==> run_1/closeup.png <==
The bar under the picture is 10 um long. Region (34, 13) to (74, 53) um. Cells in gray, sequential cells in the stronger gray; small squares are vias.
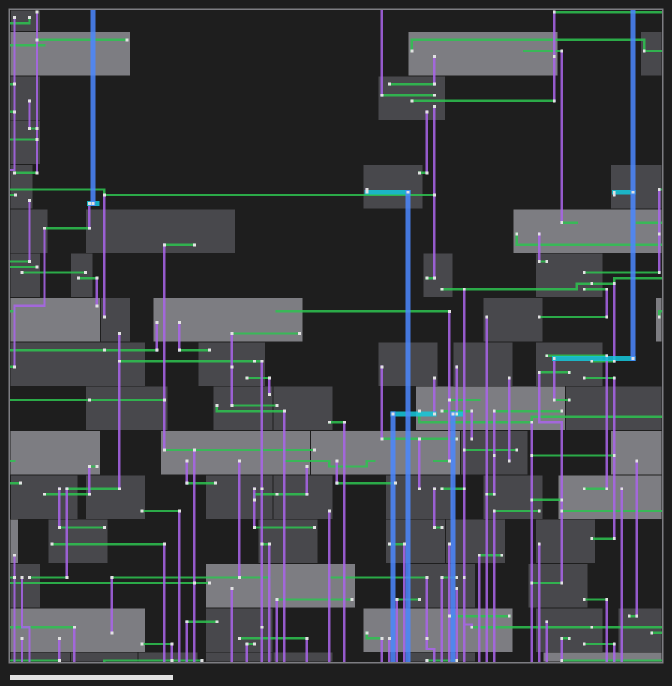
==> run_1/m2.png <==
The bar under the picture is 20 um long.
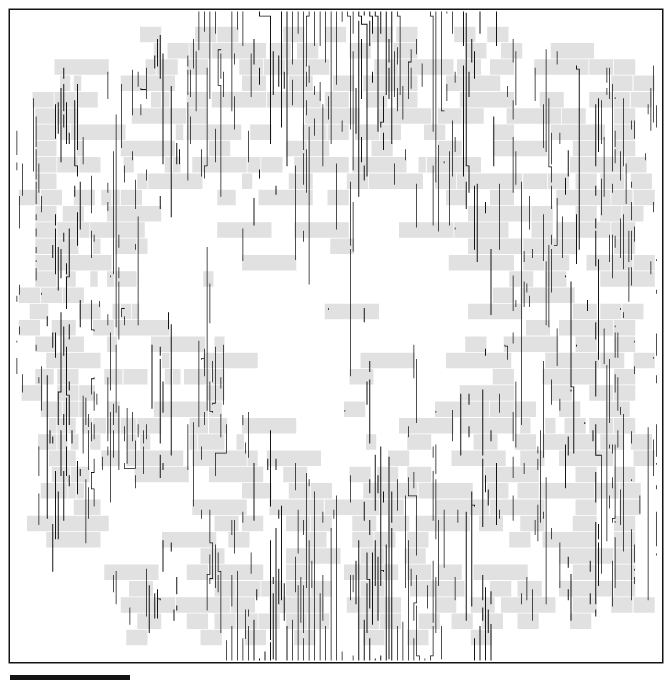
==> run_1/congestion_map.png <==
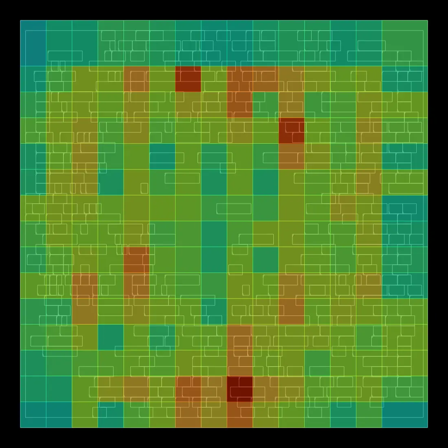
==> run_1/sizing.png <==
The bar under the picture is 20 um long.
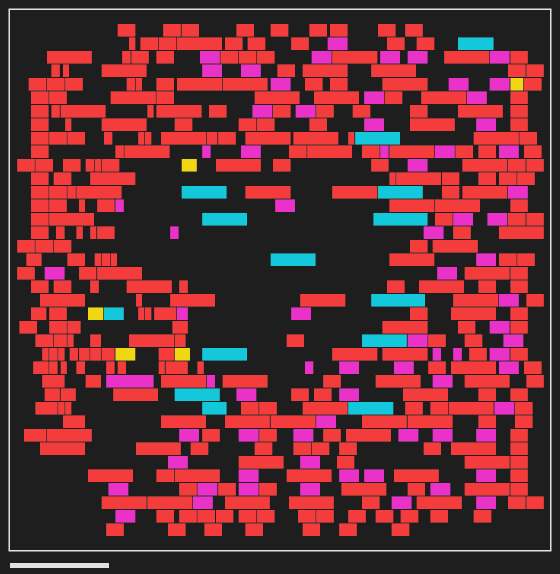
[config.mk]
export PLATFORM = sky130hd
export DESIGN_NAME = axi_mem_port_arbiter_flat
export DESIGN_NICKNAME = d
export VERILOG_FILES = /design/src/rtl/axi_mem_port_arbiter_if.sv /design/src/rtl/axi_mem_port_arbiter.sv /design/src/flat_wrapper.sv
export SDC_FILE = /design/constraint.sdc
export NUM_CORES = 1
export LEC_CHECK = 0
export CAP_MARGIN = 20
export CORE_UTILIZATION = 30
export CTS_CLUSTER_DIAMETER = 50
export CTS_CLUSTER_SIZE = 20
export DETAILED_ROUTE_END_ITERATION = 6
export GPL_TIMING_DRIVEN = 0
export HOLD_SLACK_MARGIN = 0.1
export PLACE_DENSITY = 0.65
export SLEW_MARGIN = 20
export SYNTH_ARGS = -nofsm -noshare
export SYNTH_HDL_FRONTEND = slang
export SYNTH_SLANG_ARGS = --single-unit
[constraint.sdc]
create_clock -name ACLK -period 2.2 [get_ports ACLK]
set_input_delay 0.44 -clock ACLK [delete_from_list [all_inputs] [get_ports ACLK]]
set_output_delay 0.44 -clock ACLK [all_outputs]
set_load 0.02 [all_outputs]
[src/rtl/axi_mem_port_arbiter_if.sv]
`default_nettype none
// ============================================================================
// Module      : axi_mem_port_arbiter_if
// Description : Bus bundle between the AXI slave's write/read paths, the
//               memory-port arbiter and the single-port word memory.
//               slave  = arbiter view, master = requester/memory view.
// Revision    : 1.0  initial release
// ============================================================================
interface axi_mem_port_arbiter_if #(
    parameter int DATA_WIDTH = 32,
    parameter int MEM_AW     = 10
);
    // write requester
    logic                  wr_req;
    logic [MEM_AW-1:0]     wr_addr;
    logic [DATA_WIDTH-1:0] wr_data;
    logic                  wr_last;
    logic                  wr_gnt;
    // read requester
    logic                  rd_req;
    logic [MEM_AW-1:0]     rd_addr;
    logic                  rd_last;
    logic                  rd_gnt;
    logic [DATA_WIDTH-1:0] rd_data;
    logic                  rd_valid;
    // memory side
    logic                  mem_en;
    logic                  mem_we;
    logic [MEM_AW-1:0]     mem_addr;
    logic [DATA_WIDTH-1:0] mem_wdata;
    logic [DATA_WIDTH-1:0] mem_rdata;

    modport slave (
        input  wr_req, wr_addr, wr_data, wr_last,
        input  rd_req, rd_addr, rd_last,
        input  mem_rdata,
        output wr_gnt, rd_gnt, rd_data, rd_valid,
        output mem_en, mem_we, mem_addr, mem_wdata
    );

    modport master (
        output wr_req, wr_addr, wr_data, wr_last,
        output rd_req, rd_addr, rd_last,
        output mem_rdata,
        input  wr_gnt, rd_gnt, rd_data, rd_valid,
        input  mem_en, mem_we, mem_addr, mem_wdata
    );
endinterface
`default_nettype wire

[src/rtl/axi_mem_port_arbiter.sv]
`default_nettype none
// ============================================================================
// Module      : axi_mem_port_arbiter
// Description : Shares one single-port word memory between the AXI slave's
//               write and read paths. Whole bursts are granted round-robin,
//               an idle owner is released after HOLD_TIMEOUT cycles, all
//               memory-side outputs are registered and read data returns
//               with a fixed latency of 3 cycles from beat acceptance.
//               Optional macro ARB_WR_PRIORITY_EN: fixed write priority.
// Revision    : 1.0  initial release
// ============================================================================
module axi_mem_port_arbiter #(
    parameter int DATA_WIDTH   = 32,
    parameter int MEMORY_DEPTH = 1024,
    parameter int HOLD_TIMEOUT = 16
) (
    input  logic                   ACLK,
    input  logic                   ARESETn,
    axi_mem_port_arbiter_if.slave  bus
);
    localparam int MEM_AW = $clog2(MEMORY_DEPTH);
    localparam int CNT_W  = (HOLD_TIMEOUT > 1) ? $clog2(HOLD_TIMEOUT + 1) : 1;
    // count value seen on the last idle cycle before a forced release
    localparam logic [CNT_W-1:0] TO_LIM = CNT_W'((HOLD_TIMEOUT > 0) ? (HOLD_TIMEOUT - 1) : 0);

    localparam logic [1:0] ST_IDLE   = 2'd0;
    localparam logic [1:0] ST_WR_OWN = 2'd1;
    localparam logic [1:0] ST_RD_OWN = 2'd2;

    logic [1:0]            state_q,     state_d;
    logic                  last_rd_q,   last_rd_d;   // 1: read path owned last
    logic [CNT_W-1:0]      idle_cnt_q,  idle_cnt_d;
    logic                  mem_en_q,    mem_en_d;
    logic                  mem_we_q,    mem_we_d;
    logic [MEM_AW-1:0]     mem_addr_q,  mem_addr_d;
    logic [DATA_WIDTH-1:0] mem_wdata_q, mem_wdata_d;
    logic                  rd_pend_q,   rd_pend_d;   // read beat whose data arrives this cycle
    logic                  rd_valid_q,  rd_valid_d;
    logic [DATA_WIDTH-1:0] rd_data_q,   rd_data_d;

    logic w_wr_own;
    logic w_rd_own;
    logic w_wr_acc;
    logic w_rd_acc;
    logic w_owner_idle;
    logic w_timeout;
    logic w_release;
    logic w_wr_wins_tie;

    // Beat acceptance, owner-idle detection and burst release
    always_comb begin
        w_wr_own     = (state_q == ST_WR_OWN);
        w_rd_own     = (state_q == ST_RD_OWN);
        w_wr_acc     = w_wr_own & bus.wr_req;
        w_rd_acc     = w_rd_own & bus.rd_req;
        w_owner_idle = (w_wr_own & ~bus.wr_req) | (w_rd_own & ~bus.rd_req);
        w_timeout    = (HOLD_TIMEOUT != 0) && w_owner_idle && (idle_cnt_q == TO_LIM);
        w_release    = (w_wr_acc & bus.wr_last) | (w_rd_acc & bus.rd_last) | w_timeout;
`ifdef ARB_WR_PRIORITY_EN
        w_wr_wins_tie = 1'b1;
`else
        w_wr_wins_tie = last_rd_q;
`endif
    end

    // Ownership FSM with round-robin tie break and idle-hold counter
    always_comb begin
        state_d    = state_q;
        last_rd_d  = last_rd_q;
        idle_cnt_d = idle_cnt_q;
        case (state_q)
            ST_IDLE: begin
                idle_cnt_d = '0;
                if (bus.wr_req && bus.rd_req) begin
                    state_d = w_wr_wins_tie ? ST_WR_OWN : ST_RD_OWN;
                end else if (bus.wr_req) begin
                    state_d = ST_WR_OWN;
                end else if (bus.rd_req) begin
                    state_d = ST_RD_OWN;
                end
            end
            ST_WR_OWN: begin
                if (w_release) begin
                    last_rd_d  = 1'b0;
                    idle_cnt_d = '0;
`ifdef ARB_WR_PRIORITY_EN
                    // write keeps the port while it keeps requesting
                    state_d = bus.wr_req ? ST_WR_OWN : (bus.rd_req ? ST_RD_OWN : ST_IDLE);
`else
                    state_d = bus.rd_req ? ST_RD_OWN : ST_IDLE;
`endif
                end else if (w_wr_acc) begin
                    idle_cnt_d = '0;
                end else begin
                    idle_cnt_d = idle_cnt_q + CNT_W'(1);
                end
            end
            ST_RD_OWN: begin
                if (w_release) begin
                    last_rd_d  = 1'b1;
                    idle_cnt_d = '0;
                    state_d    = bus.wr_req ? ST_WR_OWN : ST_IDLE;
                end else if (w_rd_acc) begin
                    idle_cnt_d = '0;
                end else begin
                    idle_cnt_d = idle_cnt_q + CNT_W'(1);
                end
            end
            default: begin
                state_d    = ST_IDLE;
                idle_cnt_d = '0;
            end
        endcase
    end

    // Memory command registers and the read-return pipeline
    always_comb begin
        mem_en_d    = w_wr_acc | w_rd_acc;
        mem_we_d    = w_wr_acc;
        mem_addr_d  = mem_addr_q;
        mem_wdata_d = mem_wdata_q;
        if (w_wr_acc) begin
            mem_addr_d  = bus.wr_addr;
            mem_wdata_d = bus.wr_data;
        end else if (w_rd_acc) begin
            mem_addr_d  = bus.rd_addr;
        end
        // a read command issued last cycle has its data on mem_rdata now
        rd_pend_d  = mem_en_q & ~mem_we_q;
        rd_valid_d = rd_pend_q;
        rd_data_d  = rd_pend_q ? bus.mem_rdata : rd_data_q;
    end

    // State and output registers, cleared asynchronously
    always_ff @(posedge ACLK or negedge ARESETn) begin
        if (!ARESETn) begin
            state_q     <= ST_IDLE;
            last_rd_q   <= 1'b1;
            idle_cnt_q  <= '0;
            mem_en_q    <= 1'b0;
            mem_we_q    <= 1'b0;
            mem_addr_q  <= '0;
            mem_wdata_q <= '0;
            rd_pend_q   <= 1'b0;
            rd_valid_q  <= 1'b0;
            rd_data_q   <= '0;
        end else begin
            state_q     <= state_d;
            last_rd_q   <= last_rd_d;
            idle_cnt_q  <= idle_cnt_d;
            mem_en_q    <= mem_en_d;
            mem_we_q    <= mem_we_d;
            mem_addr_q  <= mem_addr_d;
            mem_wdata_q <= mem_wdata_d;
            rd_pend_q   <= rd_pend_d;
            rd_valid_q  <= rd_valid_d;
            rd_data_q   <= rd_data_d;
        end
    end

    assign bus.wr_gnt    = (state_q == ST_WR_OWN);
    assign bus.rd_gnt    = (state_q == ST_RD_OWN);
    assign bus.mem_en    = mem_en_q;
    assign bus.mem_we    = mem_we_q;
    assign bus.mem_addr  = mem_addr_q;
    assign bus.mem_wdata = mem_wdata_q;
    assign bus.rd_valid  = rd_valid_q;
    assign bus.rd_data   = rd_data_q;

endmodule
`default_nettype wire

[src/flat_wrapper.sv]
// flat-port wrapper written by rule: the top's interface ports become plain ports
module axi_mem_port_arbiter_flat 
#(
    parameter int DATA_WIDTH   = 32,
    parameter int MEMORY_DEPTH = 1024,
    parameter int HOLD_TIMEOUT = 16
)
  (ACLK, ARESETn, bus_wr_req, bus_wr_addr, bus_wr_data, bus_wr_last, bus_rd_req, bus_rd_addr, bus_rd_last, bus_mem_rdata, bus_wr_gnt, bus_rd_gnt, bus_rd_data, bus_rd_valid, bus_mem_en, bus_mem_we, bus_mem_addr, bus_mem_wdata);
  axi_mem_port_arbiter_if #(.DATA_WIDTH(DATA_WIDTH), .MEM_AW((10))) bus_i ();
  input  logic ACLK;
  input  logic ARESETn;
  input wire logic [$bits(bus_i.wr_req)-1:0] bus_wr_req;
  input wire logic [$bits(bus_i.wr_addr)-1:0] bus_wr_addr;
  input wire logic [$bits(bus_i.wr_data)-1:0] bus_wr_data;
  input wire logic [$bits(bus_i.wr_last)-1:0] bus_wr_last;
  input wire logic [$bits(bus_i.rd_req)-1:0] bus_rd_req;
  input wire logic [$bits(bus_i.rd_addr)-1:0] bus_rd_addr;
  input wire logic [$bits(bus_i.rd_last)-1:0] bus_rd_last;
  input wire logic [$bits(bus_i.mem_rdata)-1:0] bus_mem_rdata;
  output wire logic [$bits(bus_i.wr_gnt)-1:0] bus_wr_gnt;
  output wire logic [$bits(bus_i.rd_gnt)-1:0] bus_rd_gnt;
  output wire logic [$bits(bus_i.rd_data)-1:0] bus_rd_data;
  output wire logic [$bits(bus_i.rd_valid)-1:0] bus_rd_valid;
  output wire logic [$bits(bus_i.mem_en)-1:0] bus_mem_en;
  output wire logic [$bits(bus_i.mem_we)-1:0] bus_mem_we;
  output wire logic [$bits(bus_i.mem_addr)-1:0] bus_mem_addr;
  output wire logic [$bits(bus_i.mem_wdata)-1:0] bus_mem_wdata;
  assign bus_i.wr_req = bus_wr_req;
  assign bus_i.wr_addr = bus_wr_addr;
  assign bus_i.wr_data = bus_wr_data;
  assign bus_i.wr_last = bus_wr_last;
  assign bus_i.rd_req = bus_rd_req;
  assign bus_i.rd_addr = bus_rd_addr;
  assign bus_i.rd_last = bus_rd_last;
  assign bus_i.mem_rdata = bus_mem_rdata;
  assign bus_wr_gnt = bus_i.wr_gnt;
  assign bus_rd_gnt = bus_i.rd_gnt;
  assign bus_rd_data = bus_i.rd_data;
  assign bus_rd_valid = bus_i.rd_valid;
  assign bus_mem_en = bus_i.mem_en;
  assign bus_mem_we = bus_i.mem_we;
  assign bus_mem_addr = bus_i.mem_addr;
  assign bus_mem_wdata = bus_i.mem_wdata;
  axi_mem_port_arbiter #(.DATA_WIDTH(DATA_WIDTH), .MEMORY_DEPTH(MEMORY_DEPTH), .HOLD_TIMEOUT(HOLD_TIMEOUT)) u_core (.ACLK(ACLK), .ARESETn(ARESETn), .bus(bus_i));
endmodule
==> reports/notes.md, run 1 <==
The run gives 0 for the count of maximum capacitance violations. The library cell used most frequently in the layout, excluding fill and tap cells, is sky130_fd_sc_hd__clkdlybuf4s50_1. The logs give 11840 um^2 for the total die size and 3422 um^2 for the cell area after synthesis. Post-route cell area: 5619 um^2. Data arrives at the worst endpoint at 1.52 ns. The stage logs contain a warning count of 29.

The share of the synthesized netlist area taken by xor and xnor gates came out at 0.005119. The AND-OR/OR-AND share of the synthesized area is 0.04168. The logs give 3422 um^2 for the synthesis area per yosys and 46 for the number of DRC violations after detailed-routing iteration 0.

Counting both buffers and inverters, the worst setup path holds a total of 2. Highest fanout seen on the critical path: 7. Per the Yosys statistics, synthesis produced 235 cells. Relative contribution of sequential cells to total power: 0.329. The critical path's slowest stage uses the library cell sky130_fd_sc_hd__dfrtp_1.

The tools report the count of yosys warnings during synthesis as 0. The number of cells on the worst reg-to-reg path came out at 7. The leading register cell type out of synthesis was sky130_fd_sc_hd__dfrtp_1. The starting utilization of the core area was 0.3116; the delay of the slowest cell on the worst path was 0.40 ns. Derived from the worst setup path, the maximum achievable clock frequency is 511.3 MHz. The required time at the worst endpoint is listed as 1.76 ns. In the log, the iteration count for the first detailed-route pass is 4. The ratio of final minimum period to clock period is 0.8890, and the first-pass GRT wire length is 12650 um. Once synthesis finished, the tally of register bits stood at 86. The logs give 29 for the count of cell types in the netlist and 235 for the instance tally after logic synthesis. The share of async-settable or async-resettable flops after synthesis is 1.000, and the core region area is 10980 um^2. The share of the core filled with cells in the final layout is 0.5116, and the proportion of layout cells with a drive suffix above 1 is 0.2214. The worst setup path is of the register to primary output kind. The worst setup path is captured at a primary output.

A synthesized cell averages 14.56 um^2. The time the worst path needs with I/O delays and setup came out at 1.956 ns. The part of the total power dissipated in combinational logic is 0.474.

For reference, the final report shows the hold violation count at 0. The worst ir drop on vdd was 0.7137 mV. The class of the tightest hold or removal check was input pin to async pin.

The synthesized design contains 0 enable-type register cells. TritonCTS built the clock tree. The number of antenna violations at the first check in global routing was 0. The HPWL after detailed placement is 6218 um.

The run gives 1468 nW/um^2 for the power density over the cells. The run finished with clean final reports. The slew at the pin closest to its max-slew limit is 0.5830 ns, and the number of buffers added by the clock tree synthesis step is 9.

The clock arrives with 0.008196 ns of skew.
About closeup.png:
- cyan: M3
- blue: M4
- green: M1
- purple: M2
- sequential cells in the window: 13
- most frequent: clkdlybuf4s50_1 (15), dfrtp_1 (13), mux2_2 (12)
- cells with their middle in the window: 51
- netlist names of flops here include: u_core.bus.mem_wdata (11), u_core.idle_cnt_q (2)

About m2.png:
- wire length on this layer: 3950 um
- nets with wire on the layer: 459
- main direction: vertical
met2 capacity usage during global routing: 0.2410
total via count after detailed routing: 2521
Total Routed Length: 8117 um

About congestion_map.png:
Most Used Layer, Global Route: met2
met1 Track Usage GR: 0.1602

About sizing.png:
- cyan: x6 and larger (cells 14; share 3.3%; most used clkbuf_16)
- red: x1 and smaller (cells 327; share 78%; most used clkdlybuf4s50_1)
- yellow: x3 and x4 (cells 5; share 1.2%; most used clkinv_4)
- magenta: x2 (cells 74; share 18%; most used mux2_2)
area overhead of the layout relative to synthesis: 64.20%
worst setup margin: 0.2441 ns

## run 1: path summary, 6_finish.rpt
path,startpoint,end,slack (ns)
min,ARESETn,u_core.bus.rd_data[26]$_DFFE_PN0P_,0.11
min in group ACLK,u_core.rd_pend_q$_DFF_PN0_,u_core.bus.rd_valid$_DFF_PN0_,0.40
min reg2reg,u_core.rd_pend_q$_DFF_PN0_,u_core.bus.rd_valid$_DFF_PN0_,0.40
max reg2reg,u_core.state_q[1]$_DFFE_PN0P_,u_core.bus.mem_addr[3]$_DFFE_PN0P_,0.33
max in group asynchronous,ARESETn,u_core.last_rd_q$_DFFE_PN1P_,1.40
max,u_core.state_q[0]$_DFFE_PN0P_,bus_rd_gnt,0.24
## run 1: layer usage
metal,vias to the layer above,share of wire,global-route usage
met5,-,0,0
met4,0,0.021,0.05405
met3,14,0.083,0.04005
met2,109,0.49,0.2410
met1,1218,0.41,0.1602
li1,1180,-,-
## run 1: flip-flops by register name, indices dropped and copies added, names as in the netlist, 2 cells and up
name	flops
u_core.state_q	2
u_core.bus.rd_data	32
u_core.idle_cnt_q	5
u_core.bus.mem_addr	10
u_core.bus.mem_wdata	32
## run 1: final cells by class
type	instances	area (um^2)	area share
clock inverters	5	82.58	0.01470
multi-input cells	132	1189	0.2115
repair buffers	169	1697	0.3019
flip-flops and latches	86	2153	0.3832
clock buffers	11	242.7	0.04320
well taps	140	175.2	0.03117
plain buffers	11	57.56	0.01024
inverters	6	22.52	0.004008
## run 1: cell usage after synthesis (2+ instances only)
master / count / area, um^2
sky130_fd_sc_hd__nand2_1: 11 / 41.29
sky130_fd_sc_hd__buf_2: 7 / 35.03
sky130_fd_sc_hd__nor2b_1: 3 / 18.77
sky130_fd_sc_hd__dfrtp_1: 85 / 2127
sky130_fd_sc_hd__mux2_2: 64 / 720.7
sky130_fd_sc_hd__clkbuf_1: 3 / 11.26
sky130_fd_sc_hd__nor2_1: 5 / 18.77
sky130_fd_sc_hd__nor3_1: 2 / 10.01
sky130_fd_sc_hd__o32ai_1: 2 / 17.52
sky130_fd_sc_hd__ha_1: 6 / 75.07
sky130_fd_sc_hd__mux2i_1: 10 / 100.1
sky130_fd_sc_hd__o21ai_0: 14 / 70.07
sky130_fd_sc_hd__a21boi_0: 2 / 15.01
sky130_fd_sc_hd__inv_1: 6 / 22.52
## run 1: kinds of logic after synthesis
group           after synthesis
mux                          74
simple gates                 27
compound gates               23
buf+inv                      17
fa+ha+maj                     6
xor+xnor                      2
flops                        86
## run 1: power groups by stage
stage / combinational (mW) / sequential (mW) / clock [mW]
6_report: 3.91 / 2.71 / 1.63
5_1_grt: 4.16 / 2.81 / 1.76
4_1_cts: 3.97 / 2.72 / 1.70
3_5_place_dp: 3.97 / 2.75 / 0
3_3_place_gp: 3.92 / 2.71 / 0
2_1_floorplan: 1.15 / 3.60 / 0
## run 1: stage by stage
step | std cells | setup WS, ns
floorplan | 235 | 0.3987
global placement | 543 | -2.494
detailed placement | 544 | 0.1137
CTS | 560 | 0.2159
global route | 560 | 0.1399
finish | 560 | 0.2441
## run 1: repair_timing
item                                   in CTS  in global routing
endpoints found under the hold margin       0                  0
gates resized                               2                  0
setup endpoints to repair                   2                  0
hold buffers                                0                  0
==> run_1/m1.png <==
The bar under the picture is 20 um long. Supply wires on this layer in gray.
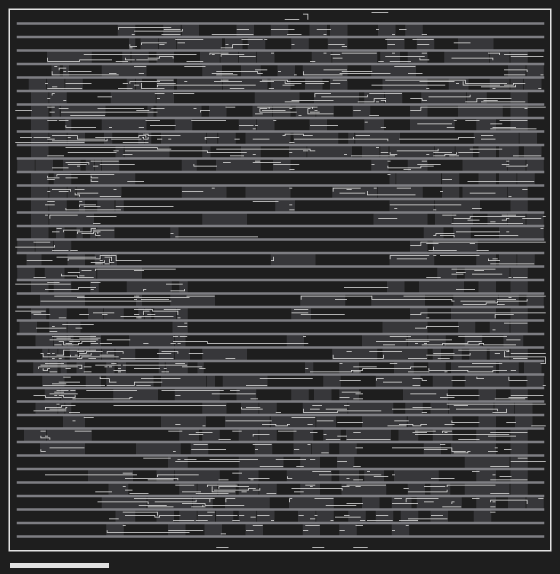

## Run 2: what changed since run 1
==> constraint.sdc (replaced) <==
create_clock -name ACLK -period 2.2 [get_ports ACLK]
set_input_delay 0.44 -clock ACLK [delete_from_list [all_inputs] [get_ports ACLK]]
set_output_delay 0.44 -clock ACLK [all_outputs]
set_load 0.05 [all_outputs]
==> run_2/m1.png <==
The bar under the picture is 20 um long. Supply wires on this layer in gray.
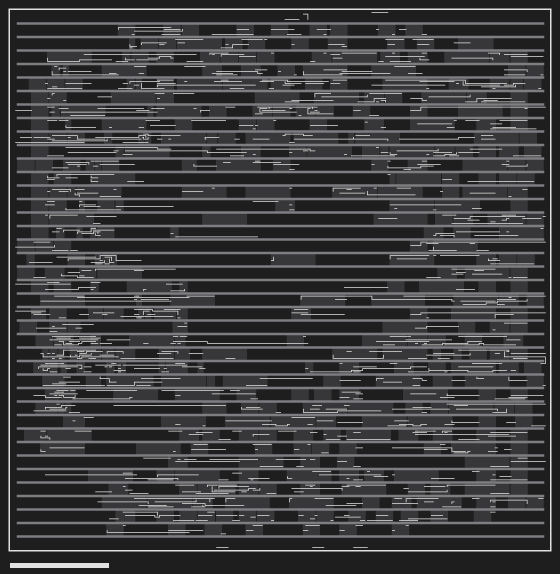
- main direction: horizontal
- share of all routed wire: 41%
- wire length on this layer: 3320 um
Total Routed Length: 8114 um

==> reports/notes.md, run 2 <==
The tools report the number of DRC violations after detailed-routing iteration 0 as 46 (unchanged). The area added between synthesis and finish is 64.10% (was 64.20%). The run gives 0 (unchanged) as the count of yosys warnings during synthesis. The flow ran to the end, and the final reports show no timing, DRC or antenna violations. The final HPWL from detailed placement came out at 6218 um (unchanged). The most instantiated library cell after synthesis is sky130_fd_sc_hd__dfrtp_1 (unchanged).

With the starting utilization of the core area at 0.3116 (unchanged), the proportion of layout cells with a drive suffix above 1 is 0.2238 (was 0.2214). The run gives 5615 um^2 (was 5619 um^2) as the post-route cell area. The first-pass GRT wire length is 12650 um (unchanged), and the vias after detailed routing is 2521 (unchanged). With the share of async-settable or async-resettable flops after synthesis at 1.000 (unchanged), the highest attainable clock frequency is 476.8 MHz (was 511.3 MHz). The ratio of final minimum period to clock period came out at 0.9534 (was 0.8890). The run gives 29 (unchanged) for the number of OpenROAD warnings. With the instance tally after logic synthesis at 235 (unchanged), the final worst-path setup slack is 0.1026 ns (was 0.2441 ns). The number of synthesized flops with an enable pin was 0 (unchanged). The run gives 1765 nW/um^2 (was 1468 nW/um^2) for the power density over the cells.

The run gives 2.097 ns (was 1.956 ns) for the time the worst path needs with I/O delays and setup. The cts-stage hold buffer count is 0 (unchanged). The worst setup slack after placement was 0.09648 ns (was 0.1137 ns); the final standard cell count with taps included and fillers excluded was 560 (unchanged).

The hold violation total from the final report was 0 (unchanged); the register-to-register setup slack was 0.33 ns (about the same). The class of the tightest hold or removal check is input pin to async pin (unchanged). The total die size is 11840 um^2 (unchanged). The reg-to-reg critical path endpoint is u_core.bus.mem_addr[3]$_DFFE_PN0P_ (unchanged).

TritonCTS built the clock tree. With the share of the synthesized netlist area taken by xor and xnor gates at 0.005119 (unchanged), the cell total after placement is 544 (unchanged). Most frequent cells after synthesis: 85 x sky130_fd_sc_hd__dfrtp_1, 64 x sky130_fd_sc_hd__mux2_2, 14 x sky130_fd_sc_hd__o21ai_0 (unchanged). The cell type with the largest total area was sky130_fd_sc_hd__dfrtp_1 (unchanged).
[run 2: cell counts after synthesis]
No cell type changed its count.
[run 2: what timing repair did]
action | CTS | global route
pin swaps | 0 | 0
endpoints found under the setup margin | 2 | 1
gates resized | 2 | 2
cloned | 0 | 0
[run 2: cell type report]
class | instances | area [um^2]
Clock inverter | 5 | 82.58
Clock buffer | 11 | 242.7
Fill cell | 995 | 5368
Timing Repair Buffer | 169 | 1693
Buffer | 11 | 57.56
Multi-Input combinational cell | 132 | 1189
Tap cell | 140 | 175.2
Sequential cell | 86 | 2153
Inverter | 6 | 22.52
[run 2: worst max path at each step]
stage,start,to,slack (ns),cells after the start
final,u_core.state_q[1]$_DFFE_PN0P_,bus_wr_gnt,0.10,3
after global routing,u_core.state_q[1]$_DFFE_PN0P_,bus_wr_gnt,0.002,3
after CTS,u_core.state_q[0]$_DFFE_PN0P_,bus_rd_gnt,0.02,3
after detailed placement,u_core.state_q[0]$_DFFE_PN0P_,bus_rd_gnt,0.1,3
after global placement,ARESETn,u_core.bus.mem_wdata[10]$_DFFE_PN0P_,-2.49,1
after floorplan,u_core.state_q[1]$_DFFE_PN0P_,u_core.bus.mem_wdata[22]$_DFFE_PN0P_,0.20,6
[run 2: logic make-up (layout without fill, tap and decap cells)]
family                   after synthesis  count (layout)
AND-OR/OR-AND                         23              23
XOR/XNOR                               2               2
adder cells (fa/ha/maj)                6               6
buffers and inverters                 17             202
flip-flops                            86              86
multiplexers                          74              74
AND/OR/NAND/NOR                       27              27
[run 2: worst max-delay path: stages, from the launching register on]
cell                            delay (ns)
sky130_fd_sc_hd__dfrtp_1              0.40
sky130_fd_sc_hd__inv_1                0.11
sky130_fd_sc_hd__ha_1                 0.26
sky130_fd_sc_hd__dlygate4sd2_1        0.56
[run 2: where the power goes]
part	internal, mW	switching, mW	total (mW)
clock network	1.03	0.604	1.63
registers	2.34	0.369	2.71
logic	2.08	3.49	5.57
[run 2: routing by layer]
metal | vias to the layer above | GRT usage | part of all wire
met5 | - | 0 | 0
met4 | 0 | 0.05405 | 0.021
met3 | 14 | 0.04005 | 0.083
met2 | 109 | 0.2410 | 0.49
met1 | 1218 | 0.1602 | 0.41
li1 | 1180 | - | -
==> run_2/congestion_map.png <==
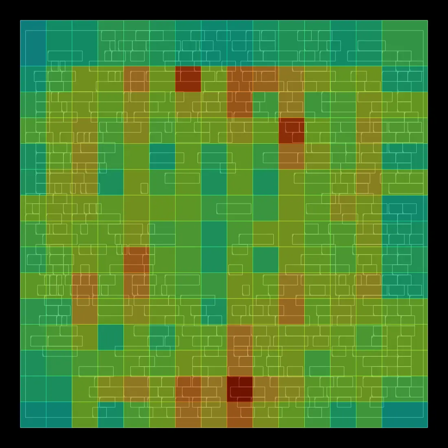

## Run 3: what changed since run 2
--- a/config.mk
+++ b/config.mk
@@ -6,6 +6,7 @@
 export NUM_CORES = 1
 export LEC_CHECK = 0
 export CAP_MARGIN = 20
+export CORE_ASPECT_RATIO = 0.75
 export CORE_UTILIZATION = 30
 export CTS_CLUSTER_DIAMETER = 50
 export CTS_CLUSTER_SIZE = 20
==> run_3/congestion_map.png <==
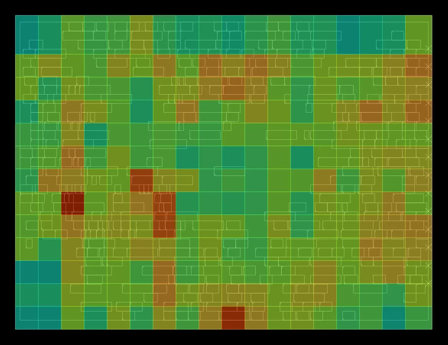
core utilization of the finished layout: 0.5069
all-layer global routing usage: 0.1451
detailed-route wire length per cell: 14.94 um
met2 capacity usage during global routing: 0.2277
met1 Track Usage GR: 0.1835

==> reports/notes.md, run 3 <==
The count of cell types in the netlist was 29 (unchanged); the proportion of layout cells with a drive suffix above 1 was 0.2220 (was 0.2238). Total die size: 11840 um^2 (about the same). The number of buffers added by the clock tree synthesis step was 9 (unchanged); the vias after detailed routing was 2505 (was 2521). The logs give 0.003861 ns (was 0.008196 ns) for the setup clock skew after layout and 11020 um^2 (was 10980 um^2) for the core region area.

Final HPWL from detailed placement: 6305 um (was 6218 um). The run gives 0 (unchanged) for the number of antenna violations at the first check in global routing. The checks that failed: DRC. The run gives 0.6216 (unchanged) for the area fraction of the dominant cell type after synthesis.

Register-to-register setup slack: 0.32 ns (was 0.33 ns). With the post-synthesis register bit count at 86 (unchanged), the number of DRC violations after detailed-routing iteration 0 is 106 (was 46). The tools report the number of remaining DRC errors as 14 (was 0). The class of the tightest hold or removal check is input pin to async pin (unchanged).

The time the worst path needs with I/O delays and setup was 2.121 ns (was 2.097 ns). The run gives 0.1022 ns (was 0.09648 ns) as the worst setup slack after placement. Leading cell types by total area after synthesis: sky130_fd_sc_hd__dfrtp_1 62%, sky130_fd_sc_hd__mux2_2 21%, sky130_fd_sc_hd__mux2i_1 2.9%, sky130_fd_sc_hd__ha_1 2.2%, sky130_fd_sc_hd__o21ai_0 2.0% (unchanged). The run finished, with violations left.

The cts-stage hold buffer count was 0 (unchanged). The run gives 2153 um^2 (unchanged) for the sequential cell area in the final layout.
[run 3: metrics by stage]
| step | TNS [ns] | cell area (um^2) | power (mW) |
|---|---|---|---|
| final | 0 | 5588 | 9.795 |
| after detailed placement | 0 | 5304 | 8.382 |
| after CTS | 0 | 5592 | 9.903 |
| after floorplan | 0 | 3422 | 6.399 |
| after global routing | 0 | 5588 | 10.27 |
| after global placement | -210.13 | 5279 | 8.284 |
[run 3: how the worst max path moves through the flow]
stage | startpoint | slack (ns) | endpoint | cells after the start
after global placement | ARESETn | -2.46 | u_core.bus.mem_wdata[27]$_DFFE_PN0P_ | 1
after floorplan | u_core.state_q[1]$_DFFE_PN0P_ | 0.20 | u_core.bus.mem_wdata[22]$_DFFE_PN0P_ | 6
after global routing | u_core.state_q[1]$_DFFE_PN0P_ | 0.007 | bus_wr_gnt | 3
final | u_core.state_q[1]$_DFFE_PN0P_ | 0.08 | bus_wr_gnt | 3
after CTS | u_core.state_q[0]$_DFFE_PN0P_ | 0.05 | bus_rd_gnt | 3
after detailed placement | bus_wr_req | 0.10 | u_core.bus.mem_addr[1]$_DFFE_PN0P_ | 7
[run 3: what timing repair did]
item | 4_1_cts | 5_1_grt
setup endpoints to repair | 2 | 1
endpoints found under the hold margin | 0 | 0
pin swaps | 0 | 0
resized | 2 | 2
[run 3: metal layers]
metal  global-route usage  wire length (um)  vias up  share of wire
met1               0.1835              3718     1200           0.45
met5                    0                 0        -              0
met2               0.2277              3783      116           0.45
li1                     -                 -     1177              -
met4              0.04980               105        0          0.013
met3              0.05666               741       12          0.089
[run 3: power by group through the flow]
| stage | clock network [mW] | registers [mW] | logic (mW) |
|---|---|---|---|
| floorplan | 0 | 5.21 | 1.19 |
| global placement | 0 | 2.71 | 5.58 |
| detailed placement | 0 | 2.75 | 5.63 |
| CTS | 1.54 | 2.73 | 5.63 |
| global route | 1.61 | 2.82 | 5.84 |
| finish | 1.49 | 2.72 | 5.58 |
[run 3: cell families (layout without fill, tap and decap cells)]
logic type	after synthesis	after routing	share of synthesized area
AND-OR/OR-AND	23	23	0.04168
XOR/XNOR	2	2	0.005120
adder cells (fa/ha/maj)	6	6	0.02194
buffers and inverters	17	201	0.02340
flip-flops	86	86	0.6293
multiplexers	74	74	0.2399
AND/OR/NAND/NOR	27	27	0.03876
[run 3: worst max-delay path, stage by stage (launching register included)]
cell and delay [ns]:
sky130_fd_sc_hd__dfrtp_1 0.40, sky130_fd_sc_hd__inv_1 0.11, sky130_fd_sc_hd__ha_1 0.27, sky130_fd_sc_hd__dlygate4sd2_1 0.56
[run 3: final cells by class]
class                   instances  share of cell area
plain buffers                  11             0.01030
clock inverters                 4            0.008509
flip-flops and latches         86              0.3854
multi-input cells             132              0.2127
well taps                     140             0.03135
inverters                       6            0.004030
clock buffers                  11             0.04344
repair buffers                169              0.3043
No activity file was given, so power comes from the tool's default toggle rates.
